$ cat src/rtl/ahb_matrix_pkg.sv
`default_nettype none
// ============================================================================
// ahb_matrix_pkg : shared AHB codes, port encodings and burst helper
// Revision 1.0
// ============================================================================
package ahb_matrix_pkg;

    localparam logic [1:0] HTRANS_IDLE   = 2'b00;
    localparam logic [1:0] HTRANS_BUSY   = 2'b01;
    localparam logic [1:0] HTRANS_NONSEQ = 2'b10;
    localparam logic [1:0] HTRANS_SEQ    = 2'b11;

    localparam logic [2:0] HBURST_SINGLE = 3'b000;
    localparam logic [2:0] HBURST_INCR   = 3'b001;
    localparam logic [2:0] HBURST_WRAP4  = 3'b010;
    localparam logic [2:0] HBURST_INCR4  = 3'b011;
    localparam logic [2:0] HBURST_WRAP8  = 3'b100;
    localparam logic [2:0] HBURST_INCR8  = 3'b101;
    localparam logic [2:0] HBURST_WRAP16 = 3'b110;
    localparam logic [2:0] HBURST_INCR16 = 3'b111;

    typedef enum logic [1:0] {
        PORT_P0   = 2'b00,
        PORT_P1   = 2'b01,
        PORT_NONE = 2'b11
    } port_e;

    typedef enum logic [1:0] {
        ARB_IDLE   = 2'b00,
        ARB_OWNED  = 2'b01,
        ARB_BURST  = 2'b10,
        ARB_LOCKED = 2'b11
    } arb_state_e;

    // Fixed-length bursts only; SINGLE and undefined INCR report 0.
    function automatic logic [4:0] burst_beats(input logic [2:0] hburst);
        case (hburst)
            HBURST_WRAP4,  HBURST_INCR4:  return 5'd4;
            HBURST_WRAP8,  HBURST_INCR8:  return 5'd8;
            HBURST_WRAP16, HBURST_INCR16: return 5'd16;
            default:                      return 5'd0;
        endcase
    endfunction

endpackage
`default_nettype wire

$ cat src/rtl/ahb_output_arb_dma.sv
`default_nettype none
// ============================================================================
// ahb_output_arb_dma : two-port arbiter (state, beat counter, last grant)
// Revision 1.0
// ============================================================================
module ahb_output_arb_dma
    import ahb_matrix_pkg::*;
#(
    parameter int ARB_RR    = 1,
    parameter int PRIO_PORT = 0
) (
    input  logic       clk,
    input  logic       rst,
    input  logic       ready,
    input  logic       sel0,
    input  logic       sel1,
    input  logic [1:0] trans0,
    input  logic [1:0] trans1,
    input  logic [2:0] burst0,
    input  logic [2:0] burst1,
    input  logic       lock0,
    input  logic       lock1,
    output logic [1:0] addr_port
);

    localparam logic c_rr   = (ARB_RR != 0);
    localparam logic c_prio = (PRIO_PORT != 0);

    arb_state_e r_state, w_state_nxt;
    port_e      r_port, w_port_nxt;
    logic [4:0] r_count, w_count_nxt;
    logic       r_last, w_last_nxt;

    logic       w_own_sel, w_own_lock, w_win, w_any;
    logic [1:0] w_own_trans;
    logic [2:0] w_own_burst;
    logic [4:0] w_beats;
    logic       w_do_owned, w_do_rearb;

    always_comb begin
        w_own_sel   = 1'b0;
        w_own_trans = HTRANS_IDLE;
        w_own_burst = HBURST_SINGLE;
        w_own_lock  = 1'b0;
        case (r_port)
            PORT_P0: begin
                w_own_sel   = sel0;
                w_own_trans = trans0;
                w_own_burst = burst0;
                w_own_lock  = lock0;
            end
            PORT_P1: begin
                w_own_sel   = sel1;
                w_own_trans = trans1;
                w_own_burst = burst1;
                w_own_lock  = lock1;
            end
            default: ;
        endcase
    end

    assign w_beats = burst_beats(w_own_burst);
    assign w_any   = sel0 | sel1;
    // A sole requester (including the current owner) always wins.
    assign w_win   = (sel0 & sel1) ? (c_rr ? ~r_last : c_prio) : sel1;

    always_comb begin
        w_state_nxt = r_state;
        w_port_nxt  = r_port;
        w_count_nxt = r_count;
        w_last_nxt  = r_last;
        w_do_owned  = 1'b0;
        w_do_rearb  = 1'b0;

        case (r_state)
            ARB_IDLE:  w_do_rearb = 1'b1;
            ARB_OWNED: w_do_owned = 1'b1;
            ARB_BURST: begin
                if (!w_own_sel || w_own_trans == HTRANS_IDLE || w_own_trans == HTRANS_NONSEQ) begin
                    w_count_nxt = 5'd0;
                    w_do_owned  = 1'b1;
                end else if (w_own_trans == HTRANS_SEQ) begin
                    // The last beat hands over on its own ready edge, no bubble.
                    if (r_count <= 5'd1) begin
                        w_count_nxt = 5'd0;
                        if (w_own_lock)
                            w_state_nxt = ARB_LOCKED;
                        else
                            w_do_rearb = 1'b1;
                    end else begin
                        w_count_nxt = r_count - 5'd1;
                    end
                end
            end
            ARB_LOCKED: begin
                if (!(w_own_sel && w_own_lock))
                    w_do_rearb = 1'b1;
            end
            default: w_do_rearb = 1'b1;
        endcase

        if (w_do_owned) begin
            if (w_own_sel && w_own_trans == HTRANS_NONSEQ && w_beats != 5'd0) begin
                w_state_nxt = ARB_BURST;
                w_count_nxt = w_beats - 5'd1;
            end else if (w_own_sel && w_own_lock) begin
                w_state_nxt = ARB_LOCKED;
            end else if (w_own_sel && (w_own_trans == HTRANS_SEQ || w_own_trans == HTRANS_BUSY ||
                         (w_own_trans == HTRANS_NONSEQ && w_own_burst == HBURST_INCR))) begin
                w_state_nxt = ARB_OWNED;
            end else begin
                w_do_rearb = 1'b1;
            end
        end

        if (w_do_rearb) begin
            w_count_nxt = 5'd0;
            if (w_any) begin
                w_port_nxt  = port_e'({1'b0, w_win});
                w_last_nxt  = w_win;
                w_state_nxt = ARB_OWNED;
            end else begin
                w_port_nxt  = PORT_NONE;
                w_state_nxt = ARB_IDLE;
            end
        end
    end

    always_ff @(posedge clk) begin
        if (rst) begin
            r_state <= ARB_IDLE;
            r_port  <= PORT_NONE;
            r_count <= 5'd0;
            r_last  <= c_prio;
        end else if (ready) begin
            r_state <= w_state_nxt;
            r_port  <= w_port_nxt;
            r_count <= w_count_nxt;
            r_last  <= w_last_nxt;
        end
    end

    assign addr_port = r_port;

endmodule
`default_nettype wire

$ cat src/rtl/ahb_output_stage_dma.sv
`default_nettype none
// ============================================================================
// ahb_output_stage_dma : slave-port output stage, address/data muxing
// Revision 1.0
// ============================================================================
module ahb_output_stage_dma
    import ahb_matrix_pkg::*;
#(
    parameter int ARB_RR    = 1,
    parameter int PRIO_PORT = 0
) (
    input  logic        HCLK,
    input  logic        HRESET,
    input  logic        sel_op0,
    input  logic [31:0] addr_op0,
    input  logic [1:0]  trans_op0,
    input  logic        write_op0,
    input  logic [2:0]  size_op0,
    input  logic [2:0]  burst_op0,
    input  logic [3:0]  prot_op0,
    input  logic        mastlock_op0,
    input  logic [31:0] wdata_op0,
    input  logic        sel_op1,
    input  logic [31:0] addr_op1,
    input  logic [1:0]  trans_op1,
    input  logic        write_op1,
    input  logic [2:0]  size_op1,
    input  logic [2:0]  burst_op1,
    input  logic [3:0]  prot_op1,
    input  logic        mastlock_op1,
    input  logic [31:0] wdata_op1,
    output logic        active_op0,
    output logic        active_op1,
    output logic        HSELM,
    output logic [31:0] HADDRM,
    output logic [1:0]  HTRANSM,
    output logic        HWRITEM,
    output logic [2:0]  HSIZEM,
    output logic [2:0]  HBURSTM,
    output logic [3:0]  HPROTM,
    output logic [3:0]  HMASTERM,
    output logic        HMASTLOCKM,
    output logic [31:0] HWDATAM,
    output logic        HREADYMUXM,
    input  logic        HREADYOUTM
);

    logic [1:0] w_addr_port;
    port_e      r_data_port;

    ahb_output_arb_dma #(
        .ARB_RR    (ARB_RR),
        .PRIO_PORT (PRIO_PORT)
    ) u_arb (
        .clk       (HCLK),
        .rst       (HRESET),
        .ready     (HREADYOUTM),
        .sel0      (sel_op0),
        .sel1      (sel_op1),
        .trans0    (trans_op0),
        .trans1    (trans_op1),
        .burst0    (burst_op0),
        .burst1    (burst_op1),
        .lock0     (mastlock_op0),
        .lock1     (mastlock_op1),
        .addr_port (w_addr_port)
    );

    always_comb begin
        HSELM      = 1'b0;
        HADDRM     = 32'd0;
        HTRANSM    = HTRANS_IDLE;
        HWRITEM    = 1'b0;
        HSIZEM     = 3'd0;
        HBURSTM    = 3'd0;
        HPROTM     = 4'd0;
        HMASTERM   = 4'd0;
        HMASTLOCKM = 1'b0;
        case (port_e'(w_addr_port))
            PORT_P0: begin
                HSELM      = sel_op0;
                HADDRM     = addr_op0;
                HTRANSM    = sel_op0 ? trans_op0 : HTRANS_IDLE;
                HWRITEM    = write_op0;
                HSIZEM     = size_op0;
                HBURSTM    = burst_op0;
                HPROTM     = prot_op0;
                HMASTERM   = 4'd0;
                HMASTLOCKM = mastlock_op0;
            end
            PORT_P1: begin
                HSELM      = sel_op1;
                HADDRM     = addr_op1;
                HTRANSM    = sel_op1 ? trans_op1 : HTRANS_IDLE;
                HWRITEM    = write_op1;
                HSIZEM     = size_op1;
                HBURSTM    = burst_op1;
                HPROTM     = prot_op1;
                HMASTERM   = 4'd1;
                HMASTLOCKM = mastlock_op1;
            end
            default: ;
        endcase
    end

    assign active_op0 = sel_op0 & (w_addr_port == PORT_P0);
    assign active_op1 = sel_op1 & (w_addr_port == PORT_P1);
    assign HREADYMUXM = HREADYOUTM;

    // Data-phase owner follows the address phase only for real transfers.
    always_ff @(posedge HCLK) begin
        if (HRESET)
            r_data_port <= PORT_NONE;
        else if (HREADYOUTM)
            r_data_port <= (HTRANSM == HTRANS_NONSEQ || HTRANSM == HTRANS_SEQ) ?
                           port_e'(w_addr_port) : PORT_NONE;
    end

    always_comb begin
        HWDATAM = 32'd0;
        case (r_data_port)
            PORT_P0: HWDATAM = wdata_op0;
            PORT_P1: HWDATAM = wdata_op1;
            default: ;
        endcase
    end

endmodule
`default_nettype wire

$ cat config.mk
export PLATFORM = sky130hd
export DESIGN_NAME = ahb_output_stage_dma
export DESIGN_NICKNAME = d
export VERILOG_FILES = /design/src/rtl/ahb_matrix_pkg.sv /design/src/rtl/ahb_output_arb_dma.sv /design/src/rtl/ahb_output_stage_dma.sv
export SDC_FILE = /design/constraint.sdc
export NUM_CORES = 1
export LEC_CHECK = 0
export ABC_AREA = 1
export CAP_MARGIN = 20
export CORE_AREA = 2 2 96 98
export DETAILED_ROUTE_END_ITERATION = 10
export DIE_AREA = 0 0 98 100
export GPL_TIMING_DRIVEN = 0
export PLACE_DENSITY = 0.73
export RECOVER_POWER = 25
export SYNTH_ARGS = -nofsm -noshare
export SYNTH_HDL_FRONTEND = slang
export SYNTH_SLANG_ARGS = --single-unit
$ cat constraint.sdc
create_clock -name HCLK -period 2.71 [get_ports HCLK]
set_input_delay 0.813 -clock HCLK [delete_from_list [all_inputs] [get_ports HCLK]]
set_output_delay 0.813 -clock HCLK [all_outputs]
set_load 0.05 [all_outputs]
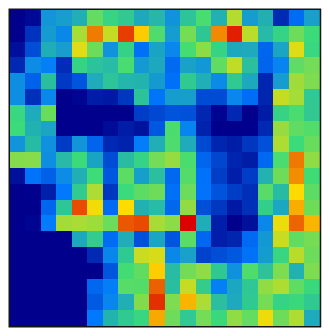
Run 1: signal metal coverage by tile
The die is cut into 20 by 20 equal tiles; dark blue is low, red is high, scaled to the fullest tile. Values are wire area over tile area, all layers added.
fullest tile	0.46
nearly empty tiles	14%
tiles over half the peak	28%
emptiest ninth of the die	lower left
mean over tiles	0.16
Tot GR Track Use: 18.8%
total via count after detailed routing: 3258
Post-Route WL: 10100 um
routed length per placed instance: 14.2 um

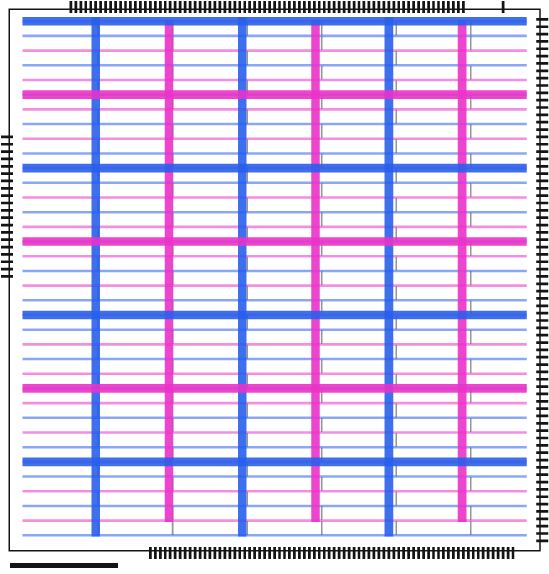
Run 1: floorplan with the power grid
Bar = 20 um. Pins as bars on the die edge. Tap cells in gray.
color	net
blue	VSS
magenta	VDD
met4 straps	6
signal pins	247
maximum ir drop on the vdd rail: 0.197 mV
Die Span Y: 100 um
die width: 98 um
area of the core region: 0.00889 mm^2

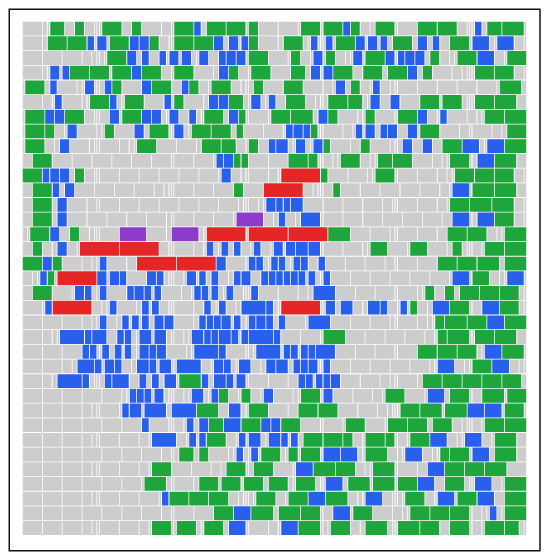
Run 1: cells colored by class
Fill, decap, tap and diode cells in gray.
color	class	cells	share of their area
blue	remaining logic cells	315	38%
red	sequential cells	12	5.5%
purple	clock-net drivers	3	0.94%
green	remaining buffers and delay cells	267	55%
Post-Layout Inst Area: 0.00454 mm^2
core occupancy in the finished layout: 51.1%
FP Rows: 35

==> flow_summary.html, run 1 <==
<h2>Synthesis and place &amp; route</h2>
<table>
<tr><th>Metric</th><th>Value</th></tr>
<tr><th colspan="2">Run status</th></tr>
<tr><td>Outcome</td><td>completed</td></tr>
<tr><th colspan="2">Logic synthesis</th></tr>
<tr><td>Cell taking the most area after synthesis</td><td>a22o_1</td></tr>
<tr><td>Post-synth EDFFs</td><td>0</td></tr>
<tr><td>Async S/R FF share, synth</td><td>0%</td></tr>
<tr><td>Main area contributors after synthesis</td><td>a22o_1, nand2_1, dfxtp_1, nand3_1, inv_1</td></tr>
<tr><td>Area share of xor/xnor cells in the synthesized design</td><td>0.857%</td></tr>
<tr><td>Aoi/oai-family share of the synthesized area</td><td>29.1%</td></tr>
<tr><td>Post-synthesis mux area share</td><td>0%</td></tr>
<tr><td>Dominant Register Cell</td><td>dfxtp_1</td></tr>
<tr><th colspan="2">Global routing</th></tr>
<tr><td>Initial antenna violation count</td><td>0</td></tr>
<tr><td>Largest net degree at the start of global routing</td><td>11</td></tr>
<tr><th colspan="2">Critical path</th></tr>
<tr><td>Top delay family on crit path</td><td>buffers and inverters</td></tr>
<tr><td>Worst-case register-to-register setup slack</td><td>0.60 ns</td></tr>
<tr><td>Worst reg2reg path depth</td><td>16</td></tr>
<tr><td>Arrival time reported for the critical path endpoint</td><td>1.86 ns</td></tr>
<tr><td>Beginning of the worst register-to-register path</td><td>u_arb.addr_port[0]</td></tr>
<tr><td>Kind of critical path</td><td>primary input to output pin</td></tr>
<tr><td>Highest cell delay on the worst timing path</td><td>0.50 ns</td></tr>
<tr><th colspan="2">Layout</th></tr>
<tr><td>Layout cell share with drive strength beyond 1</td><td>20.4%</td></tr>
<tr><td>Biggest register</td><td>u_arb.r_count</td></tr>
<tr><td>Clock Buffer Count</td><td>3</td></tr>
<tr><td>Share of the final layout cell area in multi-input gates</td><td>32.1%</td></tr>
<tr><td>FF+latch count</td><td>12</td></tr>
<tr><td>Final clock-cell share</td><td>0.910%</td></tr>
<tr><td>Layout non-clock buf frac</td><td>53.7%</td></tr>
<tr><td>Area used by sequential logic in the layout</td><td>240 um^2</td></tr>
<tr><th colspan="2">CTS</th></tr>
<tr><td>Maximum buffer depth of the clock tree</td><td>2</td></tr>
<tr><td>Clock Sink Count</td><td>12</td></tr>
<tr><td>Number of resized instances in the post-cts repair step</td><td>301</td></tr>
<tr><td>CTS tree</td><td>yes</td></tr>
<tr><td>Clock latency on the worst-skew pair</td><td>0.23 ns</td></tr>
<tr><th colspan="2">Placement</th></tr>
<tr><td>Detail Placement HPWL</td><td>8640 um</td></tr>
<tr><td>Post-Place Cell Area</td><td>0.00460 mm^2</td></tr>
<tr><td>Number of placed instances with taps included</td><td>705</td></tr>
<tr><th colspan="2">Worst hold path</th></tr>
<tr><td>Worst min path class</td><td>flip-flop to flip-flop</td></tr>
<tr><td>End of the worst hold path</td><td>u_arb.r_last</td></tr>
<tr><td>Number of cells on the worst hold path</td><td>2</td></tr>
<tr><th colspan="2">Power and ir drop</th></tr>
<tr><td>Sequential logic power</td><td>0.187 mW</td></tr>
<tr><td>Cell Pwr Density</td><td>219 mW/mm^2</td></tr>
<tr><td>Combinational Power</td><td>0.656 mW</td></tr>
<tr><td>Clock net power</td><td>0.151 mW</td></tr>
<tr><td>Static Leak</td><td>2.07 nW</td></tr>
<tr><td>Switching portion of total power</td><td>40.0%</td></tr>
<tr><td>Power share of the sequential group</td><td>18.8%</td></tr>
<tr><td>Cell-internal power</td><td>0.596 mW</td></tr>
<tr><th colspan="2">Final timing</th></tr>
<tr><td>Total Neg Setup Slack</td><td>0 ns</td></tr>
<tr><td># setup viols final</td><td>0</td></tr>
<tr><th colspan="2">Drt</th></tr>
<tr><td>Vias per Instance</td><td>4.60</td></tr>
<tr><td>Top sig layer</td><td>met4</td></tr>
<tr><th colspan="2">Floorplan</th></tr>
<tr><td>Starting density of the core</td><td>23.0%</td></tr>
</table>
Run 1, placement view:
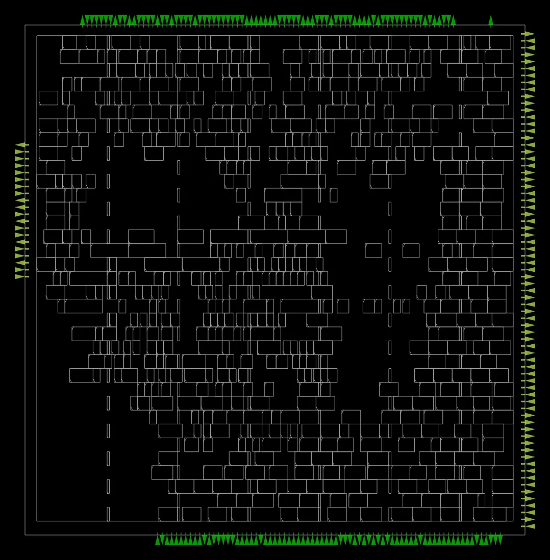

==> inputs of run 2 (changes only) <==
--- a/config.mk
+++ b/config.mk
@@ -11,7 +11,7 @@
 export DETAILED_ROUTE_END_ITERATION = 10
 export DIE_AREA = 0 0 98 100
 export GPL_TIMING_DRIVEN = 0
-export PLACE_DENSITY = 0.73
+export PLACE_DENSITY = 0.72
 export RECOVER_POWER = 25
 export SYNTH_ARGS = -nofsm -noshare
 export SYNTH_HDL_FRONTEND = slang
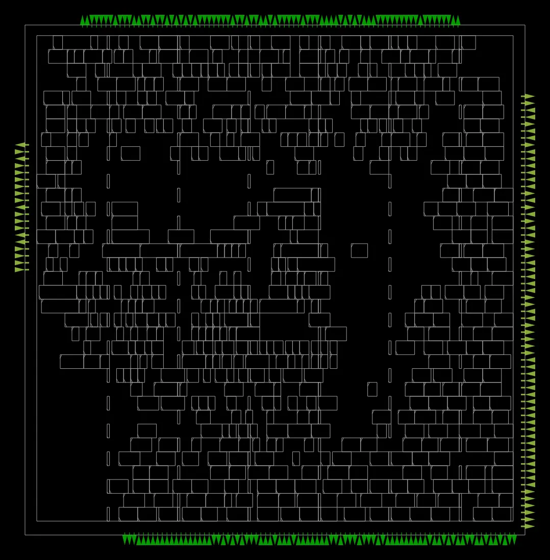
Run 2: placement view
num tapcells: 111
fill cell total of the finished layout: 888

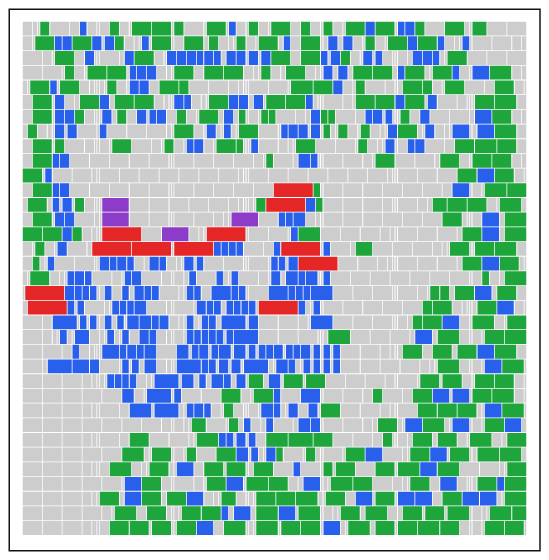
Run 2: cells colored by class
Fill, decap, tap and diode cells in gray.
color	class	cells	share of their area
red	sequential cells	12	5.5%
blue	remaining logic cells	315	38%
green	remaining buffers and delay cells	267	55%
purple	clock drivers and dummy loads	4	1.3%
Post-Layout Inst Area: 0.00454 mm^2
core occupancy in the finished layout: 51.0%
fraction of standard cell area that is sequential: 5.30%

==> run 2 against run 1 <==
Maximum frequency rose by 0.34%. Critical path depth did not move. Non-clock buffer count unchanged. Hold slack got worse by 0.0022 ns. Via count decreased by 0.37%. Die size stayed put. Area after synthesis unchanged. Largest cell class unchanged. Highest routed layer unchanged.
==> flow_summary.html, run 2 <==
<h2>Synthesis and place &amp; route</h2>
<table>
<tr><th>Metric</th><th>Value</th></tr>
<tr><th colspan="2">CTS</th></tr>
<tr><td>Number of resized instances in the post-cts repair step</td><td>302 (+0.33%)</td></tr>
<tr><td>Maximum buffer depth of the clock tree</td><td>2 (unchanged)</td></tr>
<tr><td>Clock Sink Count</td><td>12 (unchanged)</td></tr>
<tr><td>CTS tree</td><td>yes</td></tr>
<tr><th colspan="2">Power and ir drop</th></tr>
<tr><td>Sequential logic power</td><td>0.187 mW (about the same)</td></tr>
<tr><td>Switching portion of total power</td><td>39.2% (-0.83 points)</td></tr>
<tr><td>Combinational Power</td><td>0.650 mW (-0.9%)</td></tr>
<tr><th colspan="2">Final timing</th></tr>
<tr><td># setup viols final</td><td>0 (unchanged)</td></tr>
<tr><td>Total Neg Setup Slack</td><td>0 ns (unchanged)</td></tr>
<tr><th colspan="2">Critical path</th></tr>
<tr><td>Top delay family on crit path</td><td>buffers and inverters</td></tr>
<tr><td>Worst-case register-to-register setup slack</td><td>0.57 ns (-0.03 ns)</td></tr>
<tr><td>Worst reg2reg path depth</td><td>17 (+1)</td></tr>
<tr><td>Beginning of the worst register-to-register path</td><td>u_arb.addr_port[0]</td></tr>
<tr><td>Highest cell delay on the worst timing path</td><td>0.45 ns (-0.05 ns)</td></tr>
<tr><th colspan="2">Run status</th></tr>
<tr><td>Outcome</td><td>completed</td></tr>
<tr><th colspan="2">Floorplan</th></tr>
<tr><td>Starting density of the core</td><td>23.0% (unchanged)</td></tr>
<tr><td>Die Span Y</td><td>100 um (unchanged)</td></tr>
<tr><td>Die width</td><td>98 um (unchanged)</td></tr>
<tr><th colspan="2">Logic synthesis</th></tr>
<tr><td>Async S/R FF share, synth</td><td>0% (unchanged)</td></tr>
<tr><td>Dominant Register Cell</td><td>dfxtp_1</td></tr>
<tr><th colspan="2">Layout</th></tr>
<tr><td>FF+latch count</td><td>12 (unchanged)</td></tr>
<tr><td>Final clock-cell share</td><td>1.21% (+0.30 points)</td></tr>
<tr><td>Biggest register</td><td>u_arb.r_count</td></tr>
<tr><td>Layout cell share with drive strength beyond 1</td><td>20.2% (-0.20 points)</td></tr>
<tr><th colspan="2">Global routing</th></tr>
<tr><td>Initial antenna violation count</td><td>0 (unchanged)</td></tr>
<tr><th colspan="2">Worst hold path</th></tr>
<tr><td>Number of cells on the worst hold path</td><td>2 (unchanged)</td></tr>
</table>
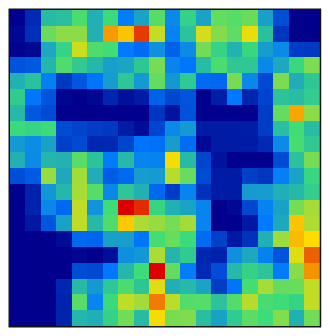
Run 2: signal metal coverage by tile
The die is cut into 20 by 20 equal tiles; dark blue is low, red is high, scaled to the fullest tile. Values are wire area over tile area, all layers added.
nearly empty tiles	14%
emptiest ninth of the die	lower left
fullest tile	0.48
tiles over half the peak	24%
mean over tiles	0.16
Tot GR Track Use: 18.1%
Post-Route WL: 9670 um

No activity file was given, so power comes from the tool's default toggle rates.
